==> run_1/clock_nets.png <==
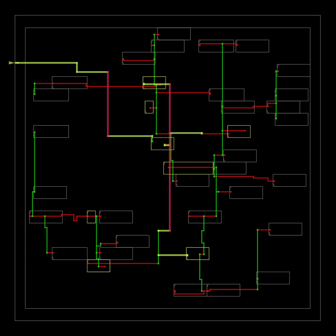
==> run_1/m2.png <==
Cells faint in the background.
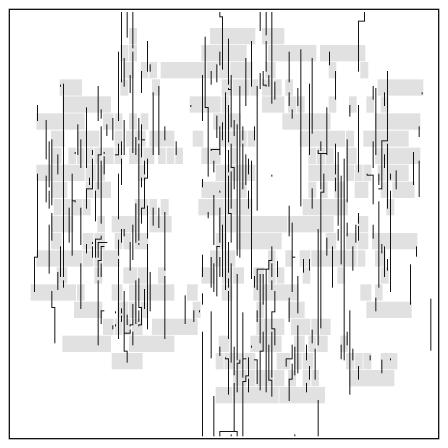
==> run_1/layers.png <==
Only two layers are drawn.
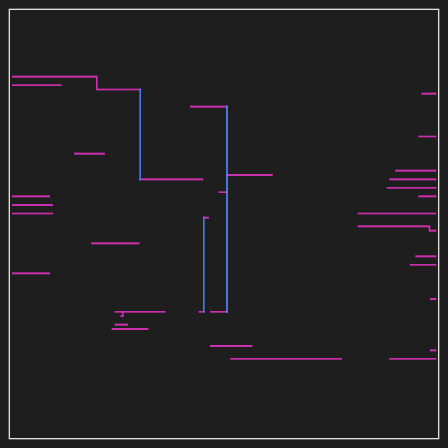
`src/rtl/instr_sequencer.sv`:
```
// instr_sequencer: front end of the 8-bit CPU.
// Fetches instruction words over a request/valid handshake, owns the PC and
// IR, executes HLT and JMP internally and issues every other opcode to the
// Control_Unit with a one-cycle En strobe followed by a fixed execute window.
//
// Ports:
//   Clk          system clock, rising edge
//   Reset        synchronous, active-high reset
//   Run          start/resume request (sampled in IDLE and HALT)
//   Halt_req     stop request, honoured at the next instruction boundary
//   Instr_rd     fetch request (high throughout FETCH)
//   Instr_addr   fetch address (always the PC)
//   Instr_data   instruction word: [7:5] opcode, [4:0] operand
//   Instr_valid  Instr_data valid this cycle
//   Opcode       registered opcode of the last issued instruction
//   Operand      registered operand of the last issued instruction
//   En           one-cycle issue strobe
//   Busy         high in FETCH, DECODE and EXEC
//   Halted       high in HALT
//   Pc           current PC (debug)
module instr_sequencer #(
  parameter int unsigned ADDR_W      = 5,
  parameter int unsigned EXEC_CYCLES = 2
) (
  input  logic              Clk,
  input  logic              Reset,
  input  logic              Run,
  input  logic              Halt_req,
  output logic              Instr_rd,
  output logic [ADDR_W-1:0] Instr_addr,
  input  logic [7:0]        Instr_data,
  input  logic              Instr_valid,
  output logic [2:0]        Opcode,
  output logic [ADDR_W-1:0] Operand,
  output logic              En,
  output logic              Busy,
  output logic              Halted,
  output logic [ADDR_W-1:0] Pc
);

  localparam logic [2:0] S_IDLE   = 3'd0;
  localparam logic [2:0] S_FETCH  = 3'd1;
  localparam logic [2:0] S_DECODE = 3'd2;
  localparam logic [2:0] S_EXEC   = 3'd3;
  localparam logic [2:0] S_HALT   = 3'd4;

  localparam logic [2:0] OP_HLT = 3'b000;
  localparam logic [2:0] OP_JMP = 3'b111;

  localparam logic [3:0] EXEC_LAST = 4'(EXEC_CYCLES - 1);

  logic [2:0]        state;
  logic [ADDR_W-1:0] pc;
  logic [7:0]        ir;
  logic [3:0]        exec_cnt;
  logic              halt_pend;

  always_comb begin
    Busy   = (state == S_FETCH) || (state == S_DECODE) || (state == S_EXEC);
    Halted = (state == S_HALT);
  end

  assign Instr_rd   = (state == S_FETCH);
  assign Instr_addr = pc;
  assign Pc         = pc;

  always_ff @(posedge Clk) begin
    if (Reset) begin
      state     <= S_IDLE;
      pc        <= '0;
      ir        <= '0;
      Opcode    <= '0;
      Operand   <= '0;
      En        <= 1'b0;
      exec_cnt  <= '0;
      halt_pend <= 1'b0;
    end else begin
      // En is a strobe: only the DECODE issue path raises it, for one cycle.
      En <= 1'b0;

      if (Halt_req && Busy) begin
        halt_pend <= 1'b1;
      end

      case (state)
        S_IDLE: begin
          if (Run) begin
            state <= S_FETCH;
          end
        end

        S_FETCH: begin
          if (Instr_valid) begin
            ir    <= Instr_data;
            state <= S_DECODE;
          end
        end

        S_DECODE: begin
          case (ir[7:5])
            OP_HLT: begin
              pc    <= pc + 1'b1;
              state <= S_HALT;
            end
            OP_JMP: begin
              pc    <= ADDR_W'(ir[4:0]);
              state <= halt_pend ? S_HALT : S_FETCH;
            end
            default: begin
              Opcode   <= ir[7:5];
              Operand  <= ADDR_W'(ir[4:0]);
              En       <= 1'b1;
              exec_cnt <= '0;
              state    <= S_EXEC;
            end
          endcase
        end

        S_EXEC: begin
          // A pending halt is only acted on once the full window has elapsed.
          if (exec_cnt == EXEC_LAST) begin
            pc    <= pc + 1'b1;
            state <= halt_pend ? S_HALT : S_FETCH;
          end else begin
            exec_cnt <= exec_cnt + 1'b1;
          end
        end

        S_HALT: begin
          if (Run) begin
            halt_pend <= 1'b0;
            state     <= S_FETCH;
          end
        end

        default: begin
          state <= S_IDLE;
        end
      endcase
    end
  end

endmodule
```
`config.mk`:
```
export PLATFORM = sky130hd
export DESIGN_NAME = instr_sequencer
export DESIGN_NICKNAME = d
export VERILOG_FILES = /design/src/rtl/instr_sequencer.sv
export SDC_FILE = /design/constraint.sdc
export NUM_CORES = 1
export LEC_CHECK = 0
export ABC_AREA = 1
export ABC_CLOCK_PERIOD_IN_PS = 1700
export CAP_MARGIN = 10
export CELL_PAD_IN_SITES_DETAIL_PLACEMENT = 0
export CELL_PAD_IN_SITES_GLOBAL_PLACEMENT = 1
export CORE_MARGIN = 2
export CORE_UTILIZATION = 35
export CTS_CLUSTER_SIZE = 14
export DETAILED_ROUTE_END_ITERATION = 12
export DONT_BUFFER_PORTS = 1
export HOLD_SLACK_MARGIN = 0.08
export MAX_ROUTING_LAYER = met4
export PLACE_DENSITY = 0.69
export SETUP_SLACK_MARGIN = 0.15
export SKIP_CTS_REPAIR_TIMING = 1
export SLEW_MARGIN = 20
export SYNTH_ARGS = -nofsm -noshare
export SYNTH_HDL_FRONTEND = slang
export SYNTH_SLANG_ARGS = --single-unit
```
`constraint.sdc`:
```
create_clock -name Clk -period 1.7 [get_ports Clk]
set_clock_uncertainty 0.1 [all_clocks]
set_input_delay 0.255 -clock Clk [delete_from_list [all_inputs] [get_ports Clk]]
set_output_delay 0.255 -clock Clk [all_outputs]
set_load 0.01 [all_outputs]
```
==> qor.tcl, run 1 <==
set qor(run_status) {complete, no violations}
set qor(synthDominantCellAreaShare_pct) 41.8
set qor(power-per-cell-area_nw_per_um2) 1280
set qor(use_met1_pct) 19.3
set qor(first_pass_grt_wire_length_um) 5430
set qor(grt_setup_unrepaired) {no}
set qor(drt_pre_antenna_iters) 4
set qor(pin_count) 35
set qor(placement.io_buffers) 0
set qor(tns_ns) 0
set qor(clockBufferDepth) 2
set qor(largest_net_degree_at_the_start_of_global_routing) 14
set qor(core_footprint_um2) 3970
set qor(synth.yosys.seq_area_share_pct) 41.8
set qor(timing.critical_path.buf_inv) 2
set qor(final.min_clock_period_ns) 1.42
set qor(post_route_design_area_um2) 1690
set qor(stage_log_warnings) 27
set qor(post-dp-hpwl_um) 2430
set qor(layout-drive-gt1-share_pct) 17.5
set qor(post-route-drc-count) 0
set qor(cpLargestDelayFamily) {flip-flops}
set qor(tritoncts) {yes}
set qor(grt-ovfl-total) 0
set qor(core_util_floorplan_pct) 36.2
set qor(finalWeightedCongestion) 0.924
set qor(synth.yosys.chip_area_um2) 1440
set qor(layout.cells.non_filler) 267
set qor(vias_per_cell) 4.90
set qor(insertion_delay_ns) 0.28
set qor(critical_path.cell_chain) {inv_2 > nor3_2 > buf_4}
set qor(yosys_cells) 203
set qor(timing.setup.critical_path_class) {reg2out}
set qor(pre_cts_ws_ns) 0.168
set qor(cp-start-kind) {register}
set qor(layout.nets) 232
set qor(timing.critical_path.required_ns) 1.34
set qor(ys.flops) 30
set qor(via_count_of_the_first_global_routing_pass) 1183
set qor(grt_util_all_layers_pct) 16.4
set qor(die.size.x_um) 68.1
set qor(cts_htree_levels) 2
set qor(multiInputGateArea_um2) 724
set qor(detail_route.iter0.violations) 83
set qor(timing.max_cap.violations) 0
set qor(synthDistinctLibCells) 25
## Picture notes: clock_nets.png
number of clock buffers inserted by TritonCTS: 5
clk sink count: 30
clock-net power: 0.713 mW
layout sequential cell count: 30

## Picture notes: m2.png
nets with wire on the layer	175
share of all routed wire	46%
longest straight run	32.0 µm
main direction	vertical
wire length on this layer	1,580 µm
post-detailed-routing wire length: 3400 µm
met2 capacity usage during global routing: 25.4%
via count: 1,307

## Picture notes: layers.png
color	layer	wire length
magenta	M3	202 µm
blue	M4	61.9 µm

## run 1: cells in the final DEF, fill, tap and decap left out, drive strengths merged
| cell type | netlist | routed |
|---|---|---|
| nand3 | 16 | 16 |
| clkbuf | 1 | 5 |
| nand3b | 1 | 1 |
| nand4 | 3 | 3 |
| nand2 | 57 | 57 |
| dlygate4sd3 | 0 | 7 |
| o21a | 1 | 1 |
| xnor2 | 1 | 1 |
| inv | 19 | 19 |
| dfxtp | 30 | 30 |
| nor3 | 2 | 2 |
| bufinv | 0 | 1 |
| o21ai | 19 | 19 |
| nor2 | 28 | 29 |
| ha | 3 | 3 |
| a21oi | 14 | 14 |
| buf | 7 | 6 |
| and3 | 1 | 1 |
| clkinv | 0 | 2 |
## run 1: cells by family (layout without fill, tap and decap cells)
logic type	Yosys count	count (layout)	synth area share, %
and+or+nand+nor	108	109	34.2
AOI/OAI and AO/OA	34	34	12.0
DFF	30	30	41.8
buffers and inverters	27	40	8.71
adders and majority gates	3	3	2.61
xor gates and xnor gates	1	1	0.610
## run 1: layout make-up
cell class	instances	area share [%]
Tap cell	50	3.70
Multi-Input combinational cell	147	42.8
Sequential cell	30	35.9
Clock buffer	5	4.07
Inverter	19	4.36
Clock inverter	3	2.37
Timing Repair Buffer	13	6.80
## run 1: through the flow
step,hold WS (ns),utilization (%),total power [mW]
floorplan,0.242,-,1.33
global placement,0.226,37.5,1.43
detailed placement,0.229,37.5,1.44
CTS,-0.0819,40.3,2.16
global route,0.0955,42.6,2.33
finish,0.0867,42.6,2.17
## run 1: layer usage
layer	vias up	wire length, µm
li1	677	-
met1	581	1560
met2	41	1580
met3	8	202
met4	0	61
met5	-	0
## run 1: where the power goes
group	internal [mW]	switching, mW
sequential	0.802	0.108
clock	0.431	0.283
combinational	0.197	0.345
total	1.43	0.736
## run 1: worst min path at each step
stage | start | endpoint | slack, ns | cells after the start
global route | Instr_data[1] | ir[1] | 0.1 | 2
detailed placement | Reset | Instr_addr[3] | 0.23 | 1
global placement | Reset | Instr_addr[3] | 0.23 | 1
floorplan | Run | halt_pend | 0.24 | 1
CTS | Reset | Instr_addr[3] | -0.08 | 1
finish | Instr_data[1] | ir[1] | 0.09 | 2
## run 1: sequential cells by signal, indices dropped and copies added (netlist names)
signal and cells:
state 3, exec_cnt 4, Opcode 3, halt_pend 1
En 1, Instr_addr 5, Operand 5, ir 8
## run 1: Yosys cell counts (all sizes together)
library cell and instances:
nand2 57, dfxtp 30, nor2 28, inv 19, o21ai 19, nand3 16
a21oi 14, buf 7, ha 3, nand4 3, nor3 2, and3 1
clkbuf 1, nand3b 1, o21a 1, xnor2 1
## run 1: worst reg2reg max path: stages, from the launching register on
cell and delay [ns]:
dfxtp_1 0.36, inv_1 0.09, nand2_1 0.18, nand2_1 0.08, nand2_1 0.13, nand2_2 0.13
o21ai_0 0.16, nor2_1 0.06
--- run 2 (diff from run 1) ---
ABC_CLOCK_PERIOD_IN_PS = 1300   (was 1700)
PLACE_DENSITY = 0.72   (was 0.69)
clock period = 1.3 ns   (was 1.7 ns; I/O delays follow)
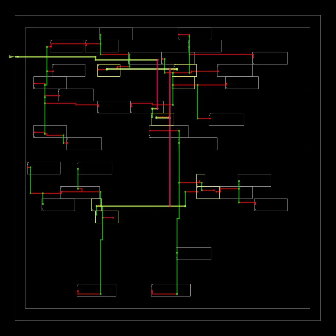
(run_2/clock_nets.png)
clock-net power: 0.805 mW
insertion delay at the late pin of the worst-skew pair: 0.29 ns
clock tree buffer count of the final layout: 6

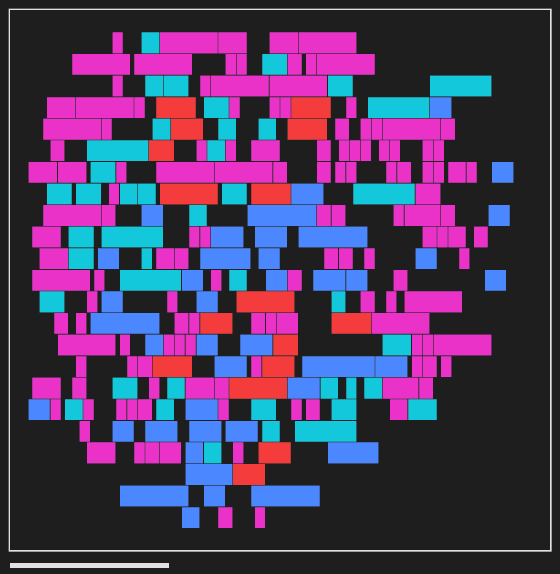
(run_2/sizing.png)
The bar under the picture is 20 µm long.
color	size	cells	most used
cyan	x2	43	nand2_2
blue	x3 and x4	41	buf_4
magenta	x1 and smaller	137	nand2_1
red	x6 and larger	16	clkbuf_8
final worst-path setup slack: -0.0328 ns
relative area change from synthesis to final layout: 47.7%
count of buffers not belonging to the clock network in the layout: 32
post-route design area: 2120 µm²

==> run 2 against run 1 <==
The run now ends with hold timing, setup timing left. Power is 48% higher. Via count grew 9.1%. Final area grew 25%. Non-clock buffer count grew 19. Register-to-register slack got worse by 0.33 ns. Critical endpoint is now Busy. Highest routed layer unchanged.
==> qor.tcl, run 2 <==
set qor(violations) {hold timing, setup timing}
set qor(timing.setup.critical_path_class) {reg2out}
set qor(post-dp-hpwl_um) 2640
set qor(register_containing_the_most_flip_flops_in_the_final_layout) {ir}
set qor(p_sw_mw) 1.21
set qor(final.min_clock_period_ns) 1.33
set qor(use_met1_pct) 20.5
set qor(core_util_floorplan_pct) 36.2
set qor(edf_count) 0
set qor(pin_count) 35
set qor(first_pass_grt_wire_length_um) 5590
set qor(layout-drive-gt1-share_pct) 42.2
set qor(stage_log_warnings) 30
set qor(post-route-drc-count) 0
set qor(finalHoldViolCount) 11
set qor(cts_htree_levels) 2
set qor(power_frac_seq_pct) 37.8
set qor(setup-violations-final) 16
set qor(grt-ovfl-total) 0
set qor(layout.cells.most_common) {nand2_1}
set qor(pre_cts_ws_ns) -0.0491
set qor(tritoncts_num_sinks) 30
set qor(layout_setup_ws_ns) -0.0328
set qor(timing.critical_path.required_ns) 1.00
set qor(holdWs_ns) -0.142
set qor(power.clock.fraction_pct) 25.1
set qor(comb_power_share_pct) 37.1
set qor(grt_util_all_layers_pct) 17.1
set qor(synth_top_cell_by_count) {nand2_1}
set qor(run_status) {finished with violations}
set qor(core_footprint_um2) 3970
set qor(hold_path_depth) 1
set qor(power-per-cell-area_nw_per_um2) 1510
set qor(timing.hold.worst_endpoint) {exec_cnt[1]}
set qor(tritoncts) {yes}
set qor(layout.nets) 252
set qor(vias) 1426
set qor(timing.critical_path.buf_inv) 1
set qor(synthArstFlopShare_pct) 0
set qor(grt_use_met2_pct) 26.7
set qor(most-common-layout-cells) {nand2_1 (38), dfxtp_1 (18), nor2_1 (17), buf_4 (17)}
set qor(cp-start-kind) {register}
set qor(vias_per_cell) 4.97
==> run 2: netlist changes by cell type in the layout (fill, tap and decap cells not counted), moves of 7 or more <==
cell / change
nor2_1: -7
buf_4: +11
o21ai_0: -12
o21ai_2: +11
nand2_1: -13
==> run 2: kinds of logic (layout without fill, tap and decap cells) <==
logic type,after synthesis,count (layout),synth area share (%)
AND/OR/NAND/NOR,108,110,34.2
XOR/XNOR,1,1,0.610
adder cells (fa/ha/maj),3,3,2.61
flip-flops,30,30,41.8
buffers and inverters,27,59,8.71
AND-OR/OR-AND,34,34,12.0
==> run 2: cell type report <==
cell class / instances / area [µm²]
inverter: 19 / 93.8
clock buffer: 6 / 82.6
clock inverter: 2 / 11.3
tap: 50 / 62.6
multi-input combinational: 148 / 961
fill: 393 / 1850
timing repair buffer: 32 / 283
sequential: 30 / 628
==> run 2: routing by layer <==
layer / up-vias / wire [µm]
li1: 726 / -
met1: 665 / 1760
met2: 30 / 1950
met3: 5 / 172
met4: 0 / 41
met5: - / 0
==> run 2: stage by stage <==
step	std cells	power [mW]	TNS, ns
CTS	272	2.90	-0.931
global route	287	3.41	-1.92
global placement	264	2.08	-0.126
floorplan	203	1.83	0
finish	287	3.21	-0.272
detailed placement	264	2.10	-0.403
==> run 2: how the worst max path moves through the flow <==
stage / start / endpoint / slack (ns) / depth (start not counted)
6_report: state[0] / Busy / -0.03 / 3
3_3_place_gp: state[2] / Opcode[0] / -0.04 / 9
4_1_cts: state[0] / Busy / -0.08 / 3
2_1_floorplan: state[0] / ir[6] / 0.05 / 6
5_1_grt: state[1] / Instr_addr[4] / -0.11 / 7
3_5_place_dp: state[2] / Operand[0] / -0.05 / 9
==> run 2: power groups by stage <==
stage	Combinational (mW)	Clock [mW]	Sequential [mW]
floorplan	0.623	0	1.21
global placement	0.873	0	1.20
detailed placement	0.886	0	1.21
CTS	0.889	0.819	1.19
global route	1.31	0.860	1.23
finish	1.19	0.805	1.21
--- run 3 (diff from run 2) ---
ABC_AREA = unset   (was 1)
PLACE_DENSITY = 0.62   (was 0.72)
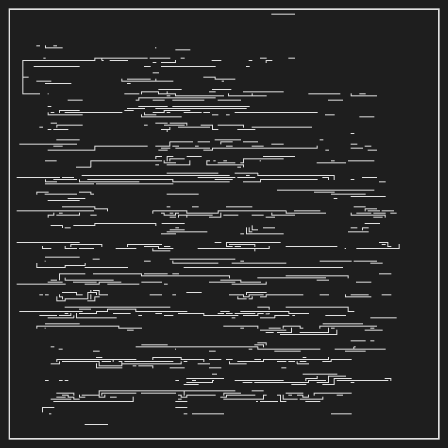
(run_3/m1.png)
main direction	horizontal
wire length on this layer	1,750 µm
share of all routed wire	45%
longest straight run	25.8 µm
nets with wire on the layer	212

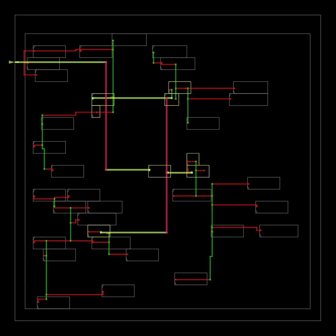
(run_3/clock_nets.png)
clock-net power: 0.758 mW
clock tree buffer count of the final layout: 5

==> run 3 against run 2 <==
The run still ends with hold timing, setup timing left. Non-clock buffer count rose by 6. Hold slack better by 0.012 ns. Final area shrank 0.71%.
==> qor.tcl, run 3 <==
set qor(comb_power_share_pct) 30.1
set qor(post-route-drc-count) 0
set qor(yosys_cells) 171
set qor(layout-drive-gt1-share_pct) 52.0
set qor(timing.setup.critical_path_class) {reg2reg}
set qor(finalWeightedCongestion) 0.824
set qor(die.size.x_um) 69.6
set qor(p_int_mw) 1.78
set qor(cp-start-kind) {register}
set qor(grt_util_all_layers_pct) 16.6
set qor(finalHoldViolCount) 29
set qor(grt_setup_unrepaired) {yes}
set qor(final.min_clock_period_ns) 1.73
set qor(insertion_delay_ns) 0.29
set qor(run_status) {finished with violations}
set qor(setup-violations-final) 32
set qor(sequential_cell_area_um2) 626
set qor(holdWs_ns) -0.130
set qor(power.clock.fraction_pct) 29.0
set qor(power-per-cell-area_nw_per_um2) 1240
set qor(tritoncts) {yes}
set qor(filler_cell_count) 387
set qor(power_frac_seq_pct) 40.8
set qor(area_delta_synth_final_pct) 40.1
set qor(layout.cells.non_filler) 254
set qor(pre_cts_ws_ns) -0.436
set qor(synth_top_cell_by_count) {dfxtp_1}
set qor(largest_reg_flops) 8
set qor(placement.io_buffers) 0
set qor(ys.flops) 30
set qor(place.detailed.instances) 241
set qor(yosys_most_used_dff) {dfxtp_1}
set qor(most-common-layout-cells) {buf_4 (26), dfxtp_1 (20), a21oi_1 (13), nor2_1 (13), nand2_2 (12)}
set qor(core_util_floorplan_pct) 37.1
set qor(core_footprint_um2) 4060
set qor(critical_path.cell_chain) {inv_2 > ha_4 > nor3b_4 > o32ai_4 > or2_2 > o31ai_1}
set qor(layout.nets) 219
set qor(largest_net_degree_at_the_start_of_global_routing) 31
set qor(layout_setup_ws_ns) -0.428
set qor(violations) {hold timing, setup timing}
set qor(synthDistinctLibCells) 44
set qor(synth.yosys.seq_area_share_pct) 39.9
set qor(detail_route.iter0.violations) 31
set qor(via_count_of_the_first_global_routing_pass) 1344
set qor(cts-buffers-inserted) 5
set qor(netSwitchingFraction_pct) 31.7
==> run 3: netlist changes by cell type after synthesis, sizes merged, moves of 4 or more <==
cell,previous run,this run
nand2,57,21
nand3,16,4
mux2i,0,9
a21oi,14,23
a211oi,0,4
and2,0,4
inv,19,6
o21ai,19,3
nor2,28,16
==> run 3: metrics by stage <==
stage          setup TNS (ns)  hold WS [ns]  instance area (µm²)  total power [mW]  utilization (%)
2_1_floorplan           -4.57         0.226                 1590              1.52                -
3_3_place_gp            -6.81         0.160                 1800              1.70             44.4
3_5_place_dp            -7.37         0.166                 1800              1.71             44.4
4_1_cts                 -8.53        -0.142                 1890              2.47             46.6
5_1_grt                 -9.83        -0.143                 2110              2.76             51.9
6_report                -7.65        -0.130                 2110              2.61             51.9
==> run 3: kinds of logic after synthesis <==
logic type / count (synthesis) / share of synthesized area, %
mux: 9 / 5.99
simple gates: 67 / 25.1
flops: 30 / 39.9
fa+ha+maj: 3 / 2.50
buf+inv: 20 / 7.32
xor+xnor: 2 / 1.16
compound gates: 40 / 18.0
==> run 3: power by group through the flow <==
stage                     registers [mW]  logic (mW)  clock network (mW)
after floorplan                     1.07       0.458                   0
after global placement              1.07       0.629                   0
after detailed placement            1.07       0.638                   0
after CTS                           1.05       0.642               0.773
after global routing                1.07       0.859               0.823
final                               1.07       0.787               0.758
==> run 3: metal layers <==
layer / share of wire, % / up-vias / track usage [%]
li1: - / 662 / -
met1: 45 / 635 / 19.8
met2: 50 / 31 / 27.1
met3: 3.8 / 5 / 4.51
met4: 1.4 / 0 / 5.88
met5: 0 / - / -
==> run 3: worst paths after layout <==
| kind | start | end | slack (ns) | cells after the start |
|---|---|---|---|---|
| setup / recovery | exec_cnt[1] | Instr_addr[2] | -0.43 | 6 |
| hold / removal | Reset | exec_cnt[1] | -0.13 | 1 |
| setup reg to reg | exec_cnt[1] | Instr_addr[2] | -0.43 | 6 |
| hold reg to reg | ir[0] | Operand[0] | 0.38 | 2 |
==> run 3: final cells by class <==
class                   count  area share [%]
flip-flops and latches     30            29.7
well taps                  50            2.97
multi-input cells         122            45.9
inverters                   6            1.07
clock inverters             3            1.01
repair buffers             38            16.1
clock buffers               5            3.27
==> run 3: worst max-delay path: cells and delay by family, from the launching register on <==
family                   cells  cell delay (ns)
flip-flops                   1             0.32
buffers and inverters        1             0.06
AND/OR/NAND/NOR              2             0.61
adder cells (fa/ha/maj)      1             0.12
AND-OR/OR-AND                2             0.43
Power is estimated from default activity; no workload was simulated.
